run_1/metal_stack.png
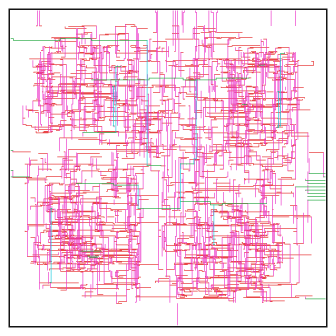
run_1/clock_map.png
The bar under the picture is 50 um long.
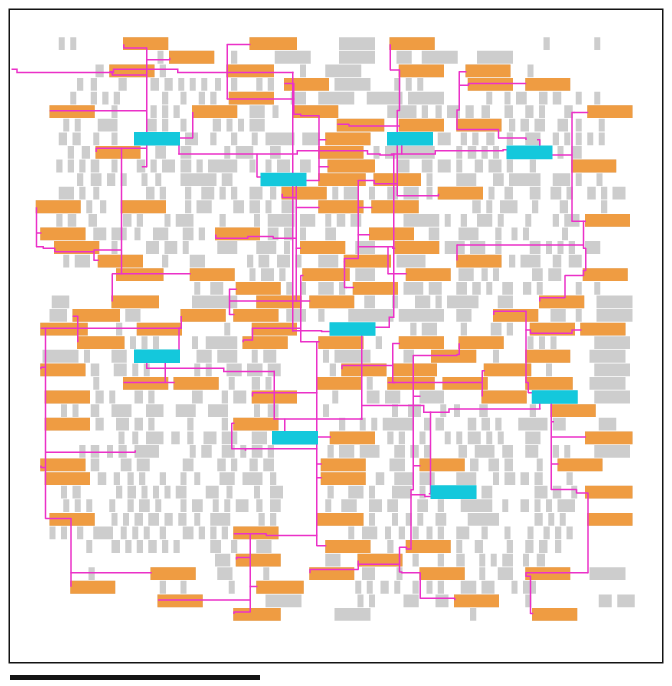
run_1/final_placement.png
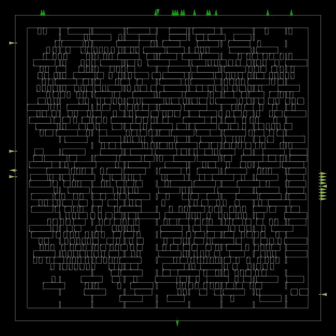
run_1/cell_classes.png
Fill, decap, tap and diode cells in gray.
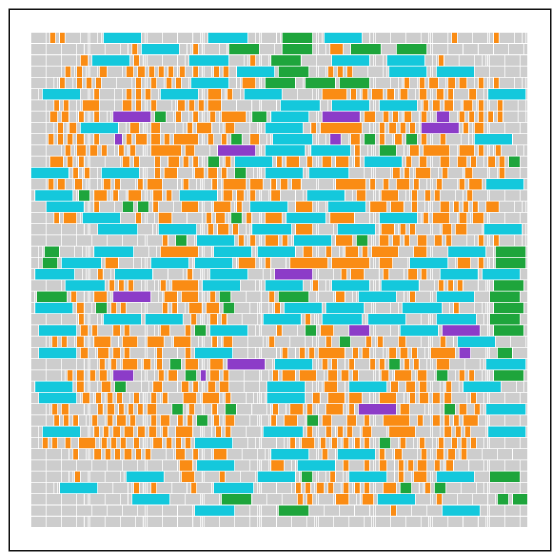
==> src/rtl/key_mode_multi.sv <==
`default_nettype none
// ============================================================================
// Module   : key_mode_multi
// Brief    : Multi-key push-button front end: synchroniser, debounce,
//            press/release pulses and a wrap-around mode counter per key.
//            Define KEY_LONG_PRESS_EN to add long-press detection.
// Revision : 1.0 - initial release
// ============================================================================
module key_mode_multi #(
    parameter int unsigned  NUM_KEYS     = 4,
    parameter int unsigned  DEBOUNCE_CYC = 1_000_000,
    parameter int unsigned  MODE_NUM     = 2,
    parameter int unsigned  LONG_CYC     = 50_000_000,
    localparam int unsigned MODE_W       = $clog2(MODE_NUM)
) (
    input  logic                       clk,
    input  logic                       rstn,
    input  logic [NUM_KEYS-1:0]        key_in,
    output logic [NUM_KEYS-1:0]        key_state,
    output logic [NUM_KEYS-1:0]        press_pulse,
    output logic [NUM_KEYS-1:0]        rel_pulse,
    output logic [NUM_KEYS-1:0]        long_pulse,
    output logic [NUM_KEYS-1:0]        mode_chg,
    output logic [NUM_KEYS*MODE_W-1:0] mode
);

    localparam int unsigned       CNT_W       = $clog2(DEBOUNCE_CYC);
    localparam logic [CNT_W-1:0]  c_cnt_last  = CNT_W'(DEBOUNCE_CYC - 1);
    localparam logic [MODE_W-1:0] c_mode_last = MODE_W'(MODE_NUM - 1);

`ifdef KEY_LONG_PRESS_EN
    localparam int unsigned       HOLD_W      = $clog2(LONG_CYC + 1);
    localparam logic [HOLD_W-1:0] c_hold_max  = HOLD_W'(LONG_CYC);
    localparam logic [HOLD_W-1:0] c_hold_last = HOLD_W'(LONG_CYC - 1);

    typedef enum logic [1:0] {
        ST_IDLE = 2'd0,
        ST_HELD = 2'd1,
        ST_LONG = 2'd2
    } key_fsm_e;
`endif

    for (genvar k = 0; k < NUM_KEYS; k++) begin : g_key
        logic              sync1_q;
        logic              sync2_q;
        logic [CNT_W-1:0]  cnt_q;
        logic [CNT_W-1:0]  cnt_d;
        logic              stable_q;
        logic              stable_d;
        logic              stable_dly_q;
        logic              key_state_q;
        logic              press_q;
        logic              press_d;
        logic              rel_q;
        logic              rel_d;
        logic              long_q;
        logic              long_d;
        logic              chg_q;
        logic              chg_d;
        logic [MODE_W-1:0] mode_q;
        logic [MODE_W-1:0] mode_d;
        logic [MODE_W-1:0] mode_adv;

        // Any sample agreeing with the accepted level restarts the count.
        always_comb begin
            cnt_d    = cnt_q;
            stable_d = stable_q;
            if (sync2_q == stable_q) begin
                cnt_d = '0;
            end else if (cnt_q == c_cnt_last) begin
                stable_d = sync2_q;
                cnt_d    = '0;
            end else begin
                cnt_d = cnt_q + CNT_W'(1);
            end
        end

        assign press_d  = stable_dly_q & ~stable_q;
        assign rel_d    = ~stable_dly_q & stable_q;
        assign mode_adv = (mode_q == c_mode_last) ? '0 : mode_q + MODE_W'(1);

`ifdef KEY_LONG_PRESS_EN
        key_fsm_e          state_q;
        key_fsm_e          state_d;
        logic [HOLD_W-1:0] hold_q;
        logic [HOLD_W-1:0] hold_d;

        // Short press advances the mode on release; a long press forces mode 0.
        always_comb begin
            state_d = state_q;
            mode_d  = mode_q;
            chg_d   = 1'b0;
            long_d  = 1'b0;
            if (stable_q) begin
                hold_d = '0;
            end else if (hold_q == c_hold_max) begin
                hold_d = hold_q;
            end else begin
                hold_d = hold_q + HOLD_W'(1);
            end
            unique case (state_q)
                ST_IDLE: begin
                    if (press_d) begin
                        state_d = ST_HELD;
                    end
                end
                ST_HELD: begin
                    if (rel_d) begin
                        state_d = ST_IDLE;
                        mode_d  = mode_adv;
                        chg_d   = 1'b1;
                    end else if (!stable_q && (hold_q == c_hold_last)) begin
                        state_d = ST_LONG;
                        long_d  = 1'b1;
                        mode_d  = '0;
                        chg_d   = (mode_q != '0);
                    end
                end
                ST_LONG: begin
                    if (rel_d) begin
                        state_d = ST_IDLE;
                    end
                end
                default: state_d = ST_IDLE;
            endcase
        end

        always_ff @(posedge clk or negedge rstn) begin
            if (!rstn) begin
                state_q <= ST_IDLE;
                hold_q  <= '0;
            end else begin
                state_q <= state_d;
                hold_q  <= hold_d;
            end
        end
`else
        always_comb begin
            mode_d = press_d ? mode_adv : mode_q;
            chg_d  = press_d;
            long_d = 1'b0;
        end
`endif

        always_ff @(posedge clk or negedge rstn) begin
            if (!rstn) begin
                sync1_q      <= 1'b1;
                sync2_q      <= 1'b1;
                cnt_q        <= '0;
                stable_q     <= 1'b1;
                stable_dly_q <= 1'b1;
                key_state_q  <= 1'b0;
                press_q      <= 1'b0;
                rel_q        <= 1'b0;
                long_q       <= 1'b0;
                chg_q        <= 1'b0;
                mode_q       <= '0;
            end else begin
                sync1_q      <= key_in[k];
                sync2_q      <= sync1_q;
                cnt_q        <= cnt_d;
                stable_q     <= stable_d;
                stable_dly_q <= stable_q;
                key_state_q  <= ~stable_d;
                press_q      <= press_d;
                rel_q        <= rel_d;
                long_q       <= long_d;
                chg_q        <= chg_d;
                mode_q       <= mode_d;
            end
        end

        assign key_state[k]                 = key_state_q;
        assign press_pulse[k]               = press_q;
        assign rel_pulse[k]                 = rel_q;
        assign long_pulse[k]                = long_q;
        assign mode_chg[k]                  = chg_q;
        assign mode[k*MODE_W +: MODE_W]     = mode_q;
    end

endmodule
`default_nettype wire

==> config.mk <==
export PLATFORM = sky130hd
export DESIGN_NAME = key_mode_multi
export DESIGN_NICKNAME = d
export VERILOG_FILES = /design/src/rtl/key_mode_multi.sv
export SDC_FILE = /design/constraint.sdc
export NUM_CORES = 1
export LEC_CHECK = 0
export ABC_AREA = 1
export CELL_PAD_IN_SITES_DETAIL_PLACEMENT = 1
export CELL_PAD_IN_SITES_GLOBAL_PLACEMENT = 1
export CORE_MARGIN = 5
export CORE_UTILIZATION = 40
export CTS_CLUSTER_DIAMETER = 30
export DETAILED_ROUTE_END_ITERATION = 7
export GPL_ROUTABILITY_DRIVEN = 0
export PLACE_DENSITY_LB_ADDON = 0.1
export SLEW_MARGIN = 20
export SYNTH_ARGS = -nofsm -noshare
export SYNTH_HDL_FRONTEND = slang
export SYNTH_SLANG_ARGS = --single-unit
==> constraint.sdc <==
create_clock -name clk -period 1.4 [get_ports clk]
set_input_delay 0.21 -clock clk [delete_from_list [all_inputs] [get_ports clk]]
set_output_delay 0.21 -clock clk [all_outputs]
set_load 0.05 [all_outputs]
==> Changelog: implementation, run 1 <==
### Implementation results

* P_leak at 3.00 nW
* Max reg flops at 80
* Clk cell area share at 0.0396
* Port bufs at 25
* Inverters, non-clock at 71
* Yosys cell count at 689
* N_diodes at 0
* Max-area cell share at 0.414
* Critical path class: flop to flop
* OpenROAD warnings at 28
* Fillers at 1664
* WL per Instance at 14.7 um
* Hold Path End: g_key[0].sync1_q$_DFF_PN1_
* Worst reg-to-reg path cell count at 8
* Met3 usage at 0.0443
* Die width at 131 um
* Type of origin of the critical path: flop
* Count of final setup violators at 0
* Fin. max-slew vios at 0
* Power Density at 852 nW/um2
* Residual DRC at 0
* Row Count at 44
* # placed instances at 899
* Main logic family: simple AND/OR/NAND/NOR gates
* Worst Hold Slack at 263 ps
* TritonCTS Sinks at 112
* Mux area share at 0
* Area leader, netlist: dfrtp_1
* Top cells by count, synth: 154 x nor2_1, 119 x nand2_1, 96 x dfrtp_1, 60 x inv_1, 52 x nand3_1
* FP Util at 0.404
* Comb. cell area at 2810 um2
* Total of max-cap violations at 0
* Core area at 14400 um2
* Ys flop type: dfrtp_1
* Biggest register: g_key.cnt_q
* Post-synth area hogs: dfrtp_1 41%, nor2_1 10%, nand2_1 7.7%
* Cts hold-fix bufs at 1
* Sequential cell area at 2830 um2
* Reg2reg start: g_key[2].cnt_q[0]$_DFF_PN0_
* Root buf cell: clkbuf_16
* Vias in the first global route at 4825
* DR iter-0 viols at 219
* Final #Nets at 752
* Cell with the most instances after synthesis: nor2_1
* R2r setup slk at 4 ps
* Hold-critical path depth at 1
* Fraction of layout cells with a size suffix above 1 at 0.272
* Grt met2 use at 0.278
* Fraction of registers with async set/reset at 1.00
* EDFF count, synth at 0
* CTS tree: yes
* Warnings, synthesis at 0
* Antenna viol nets, final at 0
* Seq/Total Area, Yosys at 0.486
* Initial antenna violation count at 0
* Crit path time final at 1400 ps
* First-pass GRT wire length at 22600 um
* WP data required at 1690 ps
* Chip height at 131 um
* Seq_cells at 112
* RSZ-0062 raised after global routing: true
* Achievable Freq at 716 MHz
* Postcts setup bufs at 4
* CP Data Arrival Time at 1680 ps
* CTS Buf Count at 9
* Mi-comb count at 485
* Max Root-Sink Buffers at 2
* First drt pass iteration count at 4
* HP Class: input pin to flop
* Power, Total at 6.14 mW
* Avg Cell Area, Syn at 8.43 um2
* Post-synthesis adder-cell area fraction at 0.00862
* Logic share of the area at 0.391
* Vias/cell at 4.85
* CTS resizes at 14
* And-or/or-and share of the synthesized area at 0.0293
* Post-synthesis xor/xnor area fraction at 0.0763
* Tap cells at 184
* Detailed Place HPWL at 10000 um
* Busiest grt layer: met2
* Fin crit share at 0.997
* Die area at 17000 um2
* Reg clk slew, reported paths at 70 ps
* H-tree Lvls at 3
* Most frequent logic cell in the layout: nor2_1
* Top cells excl fill/tap: 132 x nor2_1, 115 x nand2_1, 90 x dfrtp_1, 59 x inv_1, 48 x nand3_1
* HP Start: key_in[0]
* P&R area growth vs syn at 24.0%
* Peak VDD IR at 0.579 mV
* Final Hold Violation Tally at 0
* Post-placement worst setup slack at -95.5 ps
* Kind of end point of the critical path: flop
* Largest cell class: flip-flops and latches
* Repair and plain buffers at 63
* Buffer share of cell area at 0.108
* Status: finished, final reports clean
* Largest net degree at the start of global routing at 32
* Syn Inst Count at 689
* Gr ovfl total at 0
* Synthesized area at 5810 um2
* DP Area at 6520 um2
* Max FO, Critical Path at 7
* Flops & latches, synth at 112
* # clk buffers at 12
* Worst reg2reg endpoint: g_key[2].cnt_q[3]$_DFF_PN0_
* I/O Pins at 30
* Yosys simple share at 0.322
* Slack of the critical path at 3.73 ps
* Grt met1 use at 0.211
* GR Util All Layers at 0.166
* Design Area, Final at 7200 um2
* YS chip area at 5810 um2
* Final TNS setup at 0 ps
* Synth cell types at 31
-- metal_stack.png (at the start) --
layer	color	wire length
met3	green	340 um
met2	magenta	6960 um
met1	red	6120 um
met4	cyan	251 um
via count: 4513
final WL: 13700 um

-- clock_map.png (at the start) --
[cells driving clock nets] cyan | count: 9
[clock wires] magenta | length: 1530 um
[flip-flops] orange | count: 112
routed clock nets	10
flops lie	widely spread
Clock Latency Late Sink: 360 ps
Clock Skew: 6.66 ps
P_clk: 2.50 mW
Clk network pwr share: 0.407

-- final_placement.png (at the start) --
final core occ: 0.501
flop share of the area: 0.393
Layout Cells excl Fill: 931

-- cell_classes.png (at the start) --
class	color	cells	share of their area
other buffers and delay cells	green	63	11%
clock drivers and dummy loads	purple	16	4.1%
flip-flops	cyan	112	41%
all other logic	orange	556	44%

==> run 1: logic make-up after synthesis <==
| family | Yosys count |
|---|---|
| adder cells (fa/ha/maj) | 4 |
| AND/OR/NAND/NOR | 401 |
| other | 1 |
| buffers and inverters | 95 |
| XOR/XNOR | 48 |
| AND-OR/OR-AND | 28 |
| flip-flops | 112 |
==> run 1: power by group <==
group	switching [mW]	total (mW)	internal (mW)
clock network	1.19	2.50	1.31
registers	0.0425	3.33	3.28
logic	0.196	0.310	0.114
total	1.43	6.14	4.71
==> run 1: how the worst max path moves through the flow <==
stage | from | endpoint | slack [ps]
after CTS | g_key[2].cnt_q[1]$_DFF_PN0_ | g_key[2].cnt_q[13]$_DFF_PN0_ | -7
final | g_key[2].cnt_q[0]$_DFF_PN0_ | g_key[2].cnt_q[3]$_DFF_PN0_ | 4
after floorplan | g_key[2].cnt_q[0]$_DFF_PN0_ | g_key[2].cnt_q[6]$_DFF_PN0_ | 110
after global placement | g_key[2].cnt_q[0]$_DFF_PN0_ | g_key[2].cnt_q[0]$_DFF_PN0_ | -2
after global routing | g_key[1].cnt_q[0]$_DFF_PN0_ | g_key[1].cnt_q[18]$_DFF_PN0_ | -100
after detailed placement | g_key[2].cnt_q[0]$_DFF_PN0_ | g_key[2].cnt_q[0]$_DFF_PN0_ | -100
==> run 1: per-layer routing <==
layer  wire, um  share of wire  vias to the layer above
li1           -              -                     2227
met1       6120           0.45                     2222
met2       6960           0.51                       43
met3        339          0.025                       21
met4        250          0.018                        0
met5          0              0                        -
==> run 1: worst max-delay path, cell delays in order, from the launching register on <==
cell     delay, ps
dfrtp_1        400
ha_2           210
nand2_2         80
nor2_4          50
nand2_2        100
nor2_4          50
a21oi_4        230
inv_2          120
nor2_1         100
==> inputs of run 2 (changes only) <==
CTS_CLUSTER_SIZE = 20   (was default)
run_2/pins.png
Pins as bars across the die edge, other pins in gray.
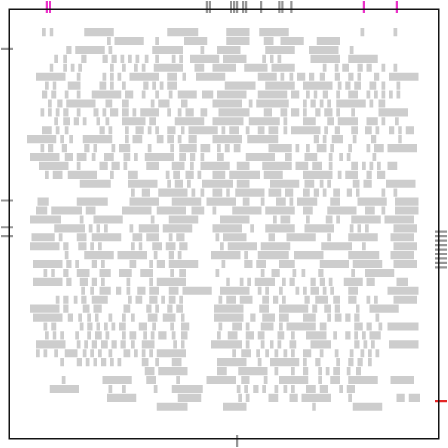
port	color	pins	direction	edge
long_pulse	magenta	4	output	north
rstn	red	1	input	east
all pins by edge	15 north, 10 east, 4 west, 1 south
die width: 131 um
port bufs: 25
chip height: 131 um

==> run 2 against run 1 <==
Area after synthesis is the same; highest routed layer unchanged; core utilization is the same; first-iteration DRC count is the same; cell count unchanged; cell area unchanged; largest power group unchanged; clock skew unchanged; die area unchanged; register-to-register slack about the same; via count stayed put; critical path depth unchanged; clock power is essentially flat.
==> Changelog: implementation, run 2 <==
### Implementation results

* Status: finished, final reports clean
* Top cells excl fill/tap: 132 x nor2_1, 115 x nand2_1, 90 x dfrtp_1, 59 x inv_1, 48 x nand3_1
* Reg2reg start: g_key[2].cnt_q[0]$_DFF_PN0_
* Gr ovfl total at 0
* Total of max-cap violations at 0
* Design Area, Final at 7200 um2
* Final #Nets at 752
* Biggest register: g_key.cnt_q
* CTS resizes at 14
* HP Class: input pin to flop
* Post-placement worst setup slack at -95.5 ps
* WL per Instance at 14.7 um
* Final Hold Violation Tally at 0
* First drt pass iteration count at 4
* Final WL at 13700 um
* Ys flop type: dfrtp_1
* First-pass GRT wire length at 22600 um
* Worst reg-to-reg path cell count at 8
* Fraction of registers with async set/reset at 1.00
* Met3 wire len at 339 um
* Largest net degree at the start of global routing at 32
* Fraction of layout cells with a size suffix above 1 at 0.272
* Busiest grt layer: met2
* Postcts setup bufs at 4
* Post-synth area hogs: dfrtp_1 41%, nor2_1 10%, nand2_1 7.7%
* DR iter-0 viols at 219
* FP Util at 0.404
* Max reg flops at 80
* Initial antenna violation count at 0
* Avg Cell Area, Syn at 8.43 um2
* Synthesized area at 5810 um2
* Die area at 17000 um2
* Power Density at 852 nW/um2
* CP Data Arrival Time at 1680 ps
* P&R area growth vs syn at 24.0%
* CTS tree: yes
* Hold-critical path depth at 1
* TritonCTS Sinks at 112
* RSZ-0062 raised after global routing: true
* Cell with the most instances after synthesis: nor2_1
* YS chip area at 5810 um2
* R2r setup slk at 4 ps
* Critical path class: flop to flop
* Buf/Inv on CP at 1
* # placed instances at 899
* Flops & latches, synth at 112
* Reg clk slew, reported paths at 70 ps
* Hold Path End: g_key[0].sync1_q$_DFF_PN1_
* Layout Cells excl Fill at 931
* Most frequent logic cell in the layout: nor2_1
* Max FO, Critical Path at 7
* Achievable Freq at 716 MHz
* P_leak at 3.00 nW
* Met1 wire length at 6120 um
* Cts hold-fix bufs at 1
* Peak VDD IR at 0.579 mV
* Fillers at 1664
* HP Start: key_in[0]
* Critical path's slowest cell: dfrtp_1
* Type of origin of the critical path: flop
* CP peak stage delay at 400 ps
* Comb. cell area at 2810 um2
* GR Util All Layers at 0.166
* CTS Buf Count at 9
* Final TNS setup at 0 ps
* Area leader, netlist: dfrtp_1
* Via count at 4513
* Grt met1 use at 0.211
* N_diodes at 0
* Count of final setup violators at 0
* Top cells by count, synth: 154 x nor2_1, 119 x nand2_1, 96 x dfrtp_1, 60 x inv_1, 52 x nand3_1
* DP Area at 6520 um2
* Power, Total at 6.14 mW
* Worst path cell trace: ha_2 -> nand2_2 -> nor2_4 -> nand2_2 -> nor2_4 -> a21oi_4 -> inv_2 -> nor2_1
* Detailed Place HPWL at 10000 um
* OpenROAD warnings at 28
* Core area at 14400 um2
* Max layer used: met4
* Met3 usage at 0.0443
* Met2 WL post-DR at 6960 um
* Antenna viol nets, final at 0
* Max-area cell share at 0.414
* Kind of end point of the critical path: flop
* Worst Hold Slack at 263 ps
* WP data required at 1690 ps
* Root buf cell: clkbuf_16
* Vias/cell at 4.85
* Crit-path leading delay family: flip-flops
* Seq/Total Area, Yosys at 0.486
* Residual DRC at 0
* I/O Pins at 30
* Max Root-Sink Buffers at 2
* Worst reg2reg endpoint: g_key[2].cnt_q[3]$_DFF_PN0_
* EDFF count, synth at 0
* Slack of the critical path at 3.73 ps
* Sequential cell area at 2830 um2
* Warnings, synthesis at 0
* H-tree Lvls at 3
* Yosys cell count at 689
* Final core occ at 0.501
* Crit path time final at 1400 ps
* Fin crit share at 0.997
* Clock Skew at 6.66 ps
* Fin. max-slew vios at 0
* Clock Latency Late Sink at 360 ps
* Vias in the first global route at 4825
* Grt met2 use at 0.278
* Row Count at 44
* Synth cell types at 31
* Syn Inst Count at 689
==> run 2: cell counts after synthesis <==
No cell type changed its count.
==> run 2: power by group <==
group	switching (mW)	internal (mW)
Combinational	0.196	0.114
Sequential	0.0425	3.28
Clock	1.19	1.31
Total	1.43	4.71
==> run 2: layout make-up <==
cell class / instances / share of cell area
tap: 184 / 0.0320
sequential: 112 / 0.393
clock buffer: 12 / 0.0356
inverter: 71 / 0.0370
clock inverter: 4 / 0.00400
multi-input combinational: 485 / 0.391
timing repair buffer: 63 / 0.108
==> run 2: logic make-up (layout without fill, tap and decap cells) <==
group	Yosys count	count (layout)	synth area share
buffers and inverters	95	150	0.0769
other	1	4	0.000646
DFF	112	112	0.486
and+or+nand+nor	401	401	0.322
xor gates and xnor gates	48	48	0.0763
adders and majority gates	4	4	0.00862
AOI/OAI and AO/OA	28	28	0.0293
==> run 2: how the worst max path moves through the flow <==
stage | from | to | slack [ps] | depth (start not counted)
floorplan | g_key[2].cnt_q[0]$_DFF_PN0_ | g_key[2].cnt_q[6]$_DFF_PN0_ | 110 | 8
global placement | g_key[2].cnt_q[0]$_DFF_PN0_ | g_key[2].cnt_q[0]$_DFF_PN0_ | -2 | 8
detailed placement | g_key[2].cnt_q[0]$_DFF_PN0_ | g_key[2].cnt_q[0]$_DFF_PN0_ | -100 | 8
CTS | g_key[2].cnt_q[1]$_DFF_PN0_ | g_key[2].cnt_q[13]$_DFF_PN0_ | -7 | 8
global route | g_key[1].cnt_q[0]$_DFF_PN0_ | g_key[1].cnt_q[18]$_DFF_PN0_ | -100 | 8
finish | g_key[2].cnt_q[0]$_DFF_PN0_ | g_key[2].cnt_q[3]$_DFF_PN0_ | 4 | 8
==> inputs of run 3 (changes only) <==
CORE_UTILIZATION = 24   (was 40)
run_3/cell_classes.png
Fill, decap, tap and diode cells in gray.
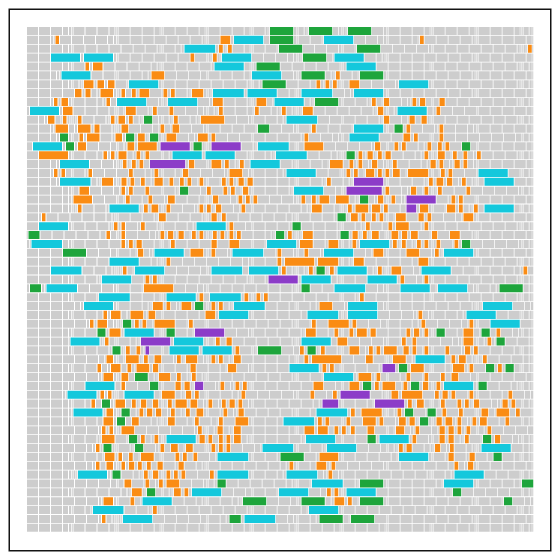
class	color	cells	share of their area
other buffers and delay cells	green	79	12%
all other logic	orange	556	43%
clock drivers and dummy loads	purple	16	4.6%
flip-flops	cyan	112	40%
flop share of the area: 0.376
Row Count: 57
Design Area, Final: 7540 um2
final core occ: 0.313

==> run 3 against run 2 <==
Critical path depth is 1 higher; largest cell class unchanged; area after synthesis stayed put; combinational power is 3% lower; register-to-register slack better by 30 ps; global-route usage is 5.3 points lower; cell area is 4.7% higher; sequential power hardly changed; wire length is 6.5% higher.
==> Changelog: implementation, run 3 <==
### Implementation results

* Initial antenna violation count at 0
* Die width at 166 um
* Layout Cells excl Fill at 1087
* Area leader, netlist: dfrtp_1
* Final Hold Violation Tally at 0
* Largest net degree at the start of global routing at 41
* Clk network pwr share at 0.448
* Power, Total at 6.57 mW
* First-pass GRT wire length at 24700 um
* Clock Skew at 9.02 ps
* # placed instances at 1055
* Worst Hold Slack at 247 ps
* Critical path class: flop to flop
* CTS Buf Count at 9
* Port bufs at 25
* Fin crit share at 0.975
* Core area at 24100 um2
* WL per Instance at 13.4 um
* Synth cell types at 31
* Seq/Total Area, Yosys at 0.486
* Syn Inst Count at 689
* Status: finished, final reports clean
* CP Data Arrival Time at 1660 ps
* Die area at 27400 um2
* Chip height at 166 um
* Achievable Freq at 733 MHz
* Vias in the first global route at 4794
* Fraction of layout cells with a size suffix above 1 at 0.291
* Worst path cell trace: buf_4 -> nand2_1 -> nor2_4 -> nand2_4 -> nor2_8 -> nand2_2 -> nand2_1 -> nand2_1 -> nor2_1
* Count of final setup violators at 0
* Most used cell, CP: nand2_1
* N_diodes at 0
* Slack of the critical path at 35.2 ps
* P_leak at 3.14 nW
* Final WL at 14600 um
* Via count at 4477
* Pint at 5.03 mW
* Antenna viol nets, final at 0
* WP data required at 1700 ps
* Reg clk slew, reported paths at 80 ps
* EDFF count, synth at 0
* Ys flop type: dfrtp_1
* Most frequent logic cell in the layout: nor2_1
* Post-synth area hogs: dfrtp_1 41%, nor2_1 10%, nand2_1 7.7%
* Crit path time final at 1360 ps
* Avg Cell Area, Syn at 8.43 um2
* Critical path's slowest cell: dfrtp_1
* Final TNS setup at 0 ps
* GR Util All Layers at 0.114
* Max FO, Critical Path at 6
* TritonCTS Sinks at 112
* YS chip area at 5810 um2
* Vias/cell at 4.12
* Residual DRC at 0
* Crit-path leading delay family: simple AND/OR/NAND/NOR gates
* CTS tree: yes
* Gr ovfl total at 0
* Type of origin of the critical path: flop
* Flops & latches, synth at 112
* DR iter-0 viols at 159
* H-tree Lvls at 3
* P_clk at 2.94 mW
* Total of max-cap violations at 0
* CP peak stage delay at 410 ps
* Cts hold-fix bufs at 1
* Yosys cell count at 689
* Kind of end point of the critical path: flop
* Warnings, synthesis at 0
* Switching part of the total at 0.234
* P&R area growth vs syn at 29.9%
* Buf/Inv on CP at 1
* Synthesized area at 5810 um2
* HP Class: input pin to flop
* Top Consumer: registers
* Fraction of registers with async set/reset at 1.00
* Max reg flops at 80
* P_comb at 0.302 mW
* Postcts setup bufs at 2
* Fin. max-slew vios at 0
* Seq. pwr at 3.33 mW
* CTS resizes at 16
* Detailed Place HPWL at 11100 um
* Post-placement worst setup slack at -95.7 ps
* Top cells by count, synth: 154 x nor2_1, 119 x nand2_1, 96 x dfrtp_1, 60 x inv_1, 52 x nand3_1
* Power Density at 871 nW/um2
* Final #Nets at 768
* OpenROAD warnings at 28
* Logic gate share of total power at 0.046
* DP Area at 6800 um2
* Sequential Power Share at 0.506
* Fillers at 2869
* Cell with the most instances after synthesis: nor2_1
* Root buf cell: clkbuf_16
* Total net switching power at 1.54 mW
* Clock Latency Late Sink at 360 ps
[run 3: cell counts after synthesis]
Identical to the previous run, type by type.
[run 3: final cells by class]
type | instances | area, um2 | area share
repair buffers | 79 | 885 | 0.117
multi-input cells | 485 | 2820 | 0.374
clock buffers | 11 | 243 | 0.0322
flip-flops and latches | 112 | 2840 | 0.376
inverters | 71 | 269 | 0.0357
clock inverters | 5 | 87.6 | 0.0116
well taps | 324 | 405 | 0.0537
[run 3: worst paths after layout]
| kind | to | slack (ps) | startpoint | depth (start not counted) |
|---|---|---|---|---|
| worst max-delay path | g_key[2].cnt_q[19]$_DFF_PN0_ | 40 | g_key[2].cnt_q[1]$_DFF_PN0_ | 9 |
| worst min-delay path | g_key[2].sync1_q$_DFF_PN1_ | 250 | key_in[2] | 1 |
| worst max register to register | g_key[2].cnt_q[19]$_DFF_PN0_ | 40 | g_key[2].cnt_q[1]$_DFF_PN0_ | 9 |
| worst min register to register | g_key[1].sync2_q$_DFF_PN1_ | 360 | g_key[1].sync1_q$_DFF_PN1_ | 0 |
| max in group asynchronous | g_key[1].cnt_q[13]$_DFF_PN0_ | 530 | rstn | 3 |
| min in group asynchronous | g_key[0].cnt_q[10]$_DFF_PN0_ | 290 | rstn | 2 |
[run 3: cells by family (layout without fill, tap and decap cells)]
group                    count (synthesis)  count (layout)  synth area share
AND-OR/OR-AND                           28              28            0.0293
AND/OR/NAND/NOR                        401             401             0.322
flip-flops                             112             112             0.486
other                                    1               4          0.000646
buffers and inverters                   95             166            0.0769
adder cells (fa/ha/maj)                  4               4           0.00862
XOR/XNOR                                48              48            0.0763
[run 3: metal layers]
layer	track usage	vias up	wire, um
li1	-	2254	-
met4	0.0326	0	153
met5	0	-	0
met1	0.149	2183	6780
met3	0.0206	9	372
met2	0.192	31	7260
Power and IR drop assume default switching activity.
